`config.mk`:
```
export PLATFORM = sky130hd
export DESIGN_NAME = stopwatch_ctrl_flat
export DESIGN_NICKNAME = d
export VERILOG_FILES = /design/src/rtl/stopwatch_pkg.sv /design/src/rtl/stopwatch_ctrl_if.sv /design/src/rtl/btn_debounce.sv /design/src/rtl/stopwatch_ctrl.sv /design/src/flat_wrapper.sv
export SDC_FILE = /design/constraint.sdc
export NUM_CORES = 1
export LEC_CHECK = 0
export CORE_MARGIN = 3
export CORE_UTILIZATION = 60
export CTS_CLUSTER_DIAMETER = 120
export DETAILED_ROUTE_END_ITERATION = 6
export GPL_TIMING_DRIVEN = 0
export PLACE_DENSITY = 0.83
export SETUP_SLACK_MARGIN = 0.1
export SYNTH_ARGS = -nofsm -noshare
export SYNTH_HDL_FRONTEND = slang
export SYNTH_SLANG_ARGS = --single-unit
```
`constraint.sdc`:
```
create_clock -name CLK -period 5.5 [get_ports CLK]
set_clock_uncertainty 0.1 [all_clocks]
set_input_delay 1.65 -clock CLK [delete_from_list [all_inputs] [get_ports CLK]]
set_output_delay 1.65 -clock CLK [all_outputs]
set_load 0.05 [all_outputs]
```
`src/rtl/stopwatch_pkg.sv`:
```
// Shared definitions for the stopwatch control slice: FSM state encoding,
// timebase divider and prescaler width helpers.
package stopwatch_pkg;

  typedef enum logic [1:0] {
    IDLE  = 2'd0,
    RUN   = 2'd1,
    PAUSE = 2'd2
  } sw_state_t;

  // Board cycles per TICK.
  function automatic int unsigned calc_div(input int unsigned clk_hz,
                                           input int unsigned tick_hz);
    return clk_hz / tick_hz;
  endfunction

  // Bits needed to count 0..div-1 (at least 1).
  function automatic int unsigned presc_width(input int unsigned div);
    int unsigned w;
    w = 1;
    while ((32'd1 << w) < div) w = w + 1;
    return w;
  endfunction

endpackage

```
`src/rtl/stopwatch_ctrl_if.sv`:
```
// Button inputs and control outputs of the stopwatch control stage.
// slave: the controller; master: whatever drives the buttons and consumes
// TICK/CLR_OUT/RUNNING/FREEZE.
interface stopwatch_ctrl_if;
  logic BTN_SS;
  logic BTN_CLR;
  logic BTN_LAP;
  logic TICK;
  logic CLR_OUT;
  logic RUNNING;
  logic FREEZE;

  modport master (
    output BTN_SS, BTN_CLR, BTN_LAP,
    input  TICK, CLR_OUT, RUNNING, FREEZE
  );

  modport slave (
    input  BTN_SS, BTN_CLR, BTN_LAP,
    output TICK, CLR_OUT, RUNNING, FREEZE
  );
endinterface

```
`src/rtl/btn_debounce.sv`:
```
// Button debouncer: 2-flop synchronizer followed by a stability counter.
// LEVEL follows the synchronized input once it has been seen DEB_CYCLES
// consecutive times at the new value; PRESS pulses for one cycle when LEVEL
// rises. Stable input to PRESS latency is DEB_CYCLES+2 cycles.
module btn_debounce #(
  parameter int unsigned DEB_CYCLES = 1000000
) (
  input  logic CLK,
  input  logic RST,
  input  logic BTN,
  output logic LEVEL,
  output logic PRESS
);

  localparam int unsigned CW = (DEB_CYCLES < 2) ? 1 : $clog2(DEB_CYCLES);
  localparam logic [CW-1:0] CNT_LAST = CW'(DEB_CYCLES - 1);

  logic          sync1;
  logic          sync2;
  logic [CW-1:0] cnt;

  // Synchronize, then count consecutive samples that disagree with LEVEL.
  always_ff @(posedge CLK) begin
    if (RST) begin
      sync1 <= 1'b0;
      sync2 <= 1'b0;
      cnt   <= '0;
      LEVEL <= 1'b0;
      PRESS <= 1'b0;
    end else begin
      sync1 <= BTN;
      sync2 <= sync1;
      PRESS <= 1'b0;
      if (sync2 == LEVEL) begin
        cnt <= '0;
      end else if (cnt == CNT_LAST) begin
        cnt   <= '0;
        LEVEL <= sync2;
        PRESS <= sync2;
      end else begin
        cnt <= cnt + CW'(1);
      end
    end
  end

endmodule

```
`src/rtl/stopwatch_ctrl.sv`:
```
// Stopwatch control and timebase: debounced start/stop and clear buttons,
// IDLE/RUN/PAUSE state machine, prescaler producing one TICK per
// CLK_HZ/TICK_HZ cycles while running, and CLR_OUT for the counter chain.
// Optional lap/freeze support is built when STOPWATCH_LAP_EN is defined.
module stopwatch_ctrl
  import stopwatch_pkg::*;
#(
  parameter int unsigned CLK_HZ     = 50000000,
  parameter int unsigned TICK_HZ    = 1,
  parameter int unsigned DEB_CYCLES = 1000000
) (
  input logic             CLK,
  input logic             RST,
  stopwatch_ctrl_if.slave sw
);

  localparam int unsigned   DIV        = calc_div(CLK_HZ, TICK_HZ);
  localparam int unsigned   PW         = presc_width(DIV);
  localparam logic [PW-1:0] PRESC_LAST = PW'(DIV - 1);

  sw_state_t     state;
  logic [PW-1:0] presc;
  logic          tick;
  logic          clr_out;
  logic          running;
  logic          ss_press;
  logic          clr_press;
  logic          ss_level_unused;
  logic          clr_level_unused;

  btn_debounce #(.DEB_CYCLES(DEB_CYCLES)) u_deb_ss (
    .CLK   (CLK),
    .RST   (RST),
    .BTN   (sw.BTN_SS),
    .LEVEL (ss_level_unused),
    .PRESS (ss_press)
  );

  btn_debounce #(.DEB_CYCLES(DEB_CYCLES)) u_deb_clr (
    .CLK   (CLK),
    .RST   (RST),
    .BTN   (sw.BTN_CLR),
    .LEVEL (clr_level_unused),
    .PRESS (clr_press)
  );

`ifdef STOPWATCH_LAP_EN
  logic lap_press;
  logic lap_level_unused;
  logic freeze;

  btn_debounce #(.DEB_CYCLES(DEB_CYCLES)) u_deb_lap (
    .CLK   (CLK),
    .RST   (RST),
    .BTN   (sw.BTN_LAP),
    .LEVEL (lap_level_unused),
    .PRESS (lap_press)
  );

  assign sw.FREEZE = freeze;
`else
  logic btn_lap_unused;
  assign btn_lap_unused = sw.BTN_LAP;
  assign sw.FREEZE      = 1'b0;
`endif

  // State machine and prescaler; all outputs registered. The prescaler only
  // advances when RUN is kept, so the cycle that leaves RUN never ticks and
  // the fractional second survives a pause.
  always_ff @(posedge CLK) begin
    if (RST) begin
      state   <= IDLE;
      presc   <= '0;
      tick    <= 1'b0;
      clr_out <= 1'b1;
      running <= 1'b0;
`ifdef STOPWATCH_LAP_EN
      freeze  <= 1'b0;
`endif
    end else begin
      tick    <= 1'b0;
      clr_out <= 1'b0;
      case (state)
        IDLE: begin
          presc <= '0;
`ifdef STOPWATCH_LAP_EN
          freeze <= 1'b0;
`endif
          if (clr_press) begin
            clr_out <= 1'b1;
          end else if (ss_press) begin
            state   <= RUN;
            running <= 1'b1;
          end
        end
        RUN: begin
`ifdef STOPWATCH_LAP_EN
          if (lap_press) freeze <= ~freeze;
`endif
          if (ss_press) begin
            state   <= PAUSE;
            running <= 1'b0;
          end else if (presc == PRESC_LAST) begin
            presc <= '0;
            tick  <= 1'b1;
          end else begin
            presc <= presc + PW'(1);
          end
        end
        PAUSE: begin
          if (clr_press) begin
            state   <= IDLE;
            presc   <= '0;
            clr_out <= 1'b1;
`ifdef STOPWATCH_LAP_EN
            freeze  <= 1'b0;
`endif
          end else if (ss_press) begin
            state   <= RUN;
            running <= 1'b1;
          end
        end
        default: begin
          state   <= IDLE;
          presc   <= '0;
          running <= 1'b0;
        end
      endcase
    end
  end

  assign sw.TICK    = tick;
  assign sw.CLR_OUT = clr_out;
  assign sw.RUNNING = running;

endmodule

```
`src/flat_wrapper.sv`:
```
// flat-port wrapper written by rule: the top's interface ports become plain ports
module stopwatch_ctrl_flat import stopwatch_pkg::*;
#(
  parameter int unsigned CLK_HZ     = 50000000,
  parameter int unsigned TICK_HZ    = 1,
  parameter int unsigned DEB_CYCLES = 1000000
)
  (CLK, RST, sw_BTN_SS, sw_BTN_CLR, sw_BTN_LAP, sw_TICK, sw_CLR_OUT, sw_RUNNING, sw_FREEZE);
  stopwatch_ctrl_if sw_i ();
  input logic CLK;
  input logic RST;
  input wire logic [$bits(sw_i.BTN_SS)-1:0] sw_BTN_SS;
  input wire logic [$bits(sw_i.BTN_CLR)-1:0] sw_BTN_CLR;
  input wire logic [$bits(sw_i.BTN_LAP)-1:0] sw_BTN_LAP;
  output wire logic [$bits(sw_i.TICK)-1:0] sw_TICK;
  output wire logic [$bits(sw_i.CLR_OUT)-1:0] sw_CLR_OUT;
  output wire logic [$bits(sw_i.RUNNING)-1:0] sw_RUNNING;
  output wire logic [$bits(sw_i.FREEZE)-1:0] sw_FREEZE;
  assign sw_i.BTN_SS = sw_BTN_SS;
  assign sw_i.BTN_CLR = sw_BTN_CLR;
  assign sw_i.BTN_LAP = sw_BTN_LAP;
  assign sw_TICK = sw_i.TICK;
  assign sw_CLR_OUT = sw_i.CLR_OUT;
  assign sw_RUNNING = sw_i.RUNNING;
  assign sw_FREEZE = sw_i.FREEZE;
  stopwatch_ctrl #(.CLK_HZ(CLK_HZ), .TICK_HZ(TICK_HZ), .DEB_CYCLES(DEB_CYCLES)) u_core (.CLK(CLK), .RST(RST), .sw(sw_i));
endmodule
```
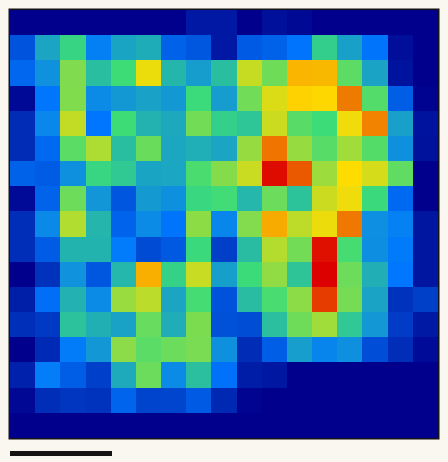
**Above:** signal metal coverage by tile.
Scale bar: 20 um. The die is cut into 17 by 17 equal tiles; dark blue is low, red is high, scaled to the fullest tile. Values are wire area over tile area, all layers added.
nearly empty tiles = 19%
fullest tile = 0.53
emptiest ninth of the die = bottom right
mean over tiles = 0.17
tiles over half the peak = 27%

==> results.txt <==
run metrics: final setup margin between 2 and 2.5 ns, number of nets at floorplan approximately 440, grt met3 use between 5 and 6%, reg2reg start u_core.presc[8], ClkCell Share around 5.5%, pre-CTS setup slack 2.215 ns, Worst Tran Pin Value roughly 0.75 ns, CTS H-tree depth 3, register area between 1500 and 2000 um2, Critical Path End sw_RUNNING, Initial DRC Count 245, Yosys top cell by instances dfxtp_1, antenna violations before repair 0, r2r worst-path depth 5, residual overflow from global routing 0, top routing layer in use met4, Port Buffers 5, CP max FO 2, Slew HR 49.29%, Synth flops between 70 and 80, Reg2Reg Capture Point u_core.presc[23], Met3 Routed Length approximately 260 um, Clk Latency, worst-skew pair 0.35 ns, Synth Area in Simple Gates approximately a third, Design Area, Final slightly above 4000 um2, HPWL Detailed 5351 um, Largest regs u_core.presc x26, u_core.u_deb_clr.cnt x20, u_core.u_deb_ss.cnt x20, Levels on crit path 1, CTS clk-pin slew, worst paths 0.08 ns, hold_buf cts 0, vias in the first global route between 3000 and 4000, Final setup viols 0, WP data arrival 1.50 ns, fraction of area in registers roughly two fifths, Core ar. around 5700 um2, fill cell count about 460, largest net degree at the start of global routing 14, Max Cap Violations 0, Top cells by area dfxtp_1 (43%), nor2_1 (6.2%), xor2_1 (6.0%), nand2_1 (5.0%), nand4_1 (4.1%), Min-Delay Path Class register to register, CP Cell Sequence clkdlybuf4s50_1, Cell Int Power approximately 0.85 mW, Num CTS Buffers 9, Layout non-clock buf frac 3.067%, post-CTS setup repair buffer count 0, vias per inst roughly 5.9, Worst IR Drop VDD about 0.00021 V, Post-synth ARST share 0%, share of power burned in registers between 50% and 60%, clk root buf clkbuf_8, largest register by flop count u_core.presc, tool warnings 27, FP Core Util 64.39%, # Taps just over 70, M1 GR Usage about 28%, met2 usage approximately two fifths, Final Max Slew Viols 0, status completed, crit start category register, logic gate fraction of the total cell area between 40% and 50%, ANT cells 0, Switch Pwr between 0.2 and 0.25 mW, Final Hold Viols 0, cell type with the largest total area dfxtp_1, TritonCTS Sinks around 79, Non-Filler Instances about 530, cell type taking the most area combinational gates, Synth Seq Share 43.02%, worst path required time 3.75 ns, Die Y roughly 84 um, dominant logic cell types in the final layout dfxtp_1 (79), nor2_1 (61), nand2_1 (49), DIE AREA 7102 um2, Compound Share, Synth roughly 9.1%, CTS tree yes, number of flip-flops under the largest register name 26, Synth warnings 0, met1 wire length roughly 3500 um, multi-input logic area between 1500 and 2000 um2, Comb gates 330, clkbuf count 11, Vias 3126, launch point of the worst path u_core.sw.RUNNING, Sw Ratio 20.76%, Overall Power roughly 1.1 mW
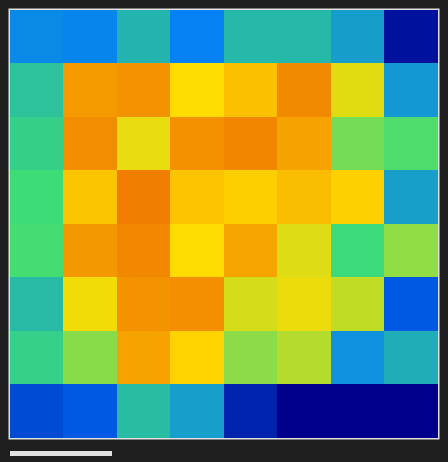
**Above:** cell area per tile.
Scale bar: 20 um. The die is cut into 8 by 8 equal tiles; dark blue is low, red is high, 0 to 100% covered.
emptiest ninth of the die = bottom right
fullest tile = 86%
nearly empty tiles = 4.7%
tiles over 75% full = 33%

Power is estimated from default activity; no workload was simulated.
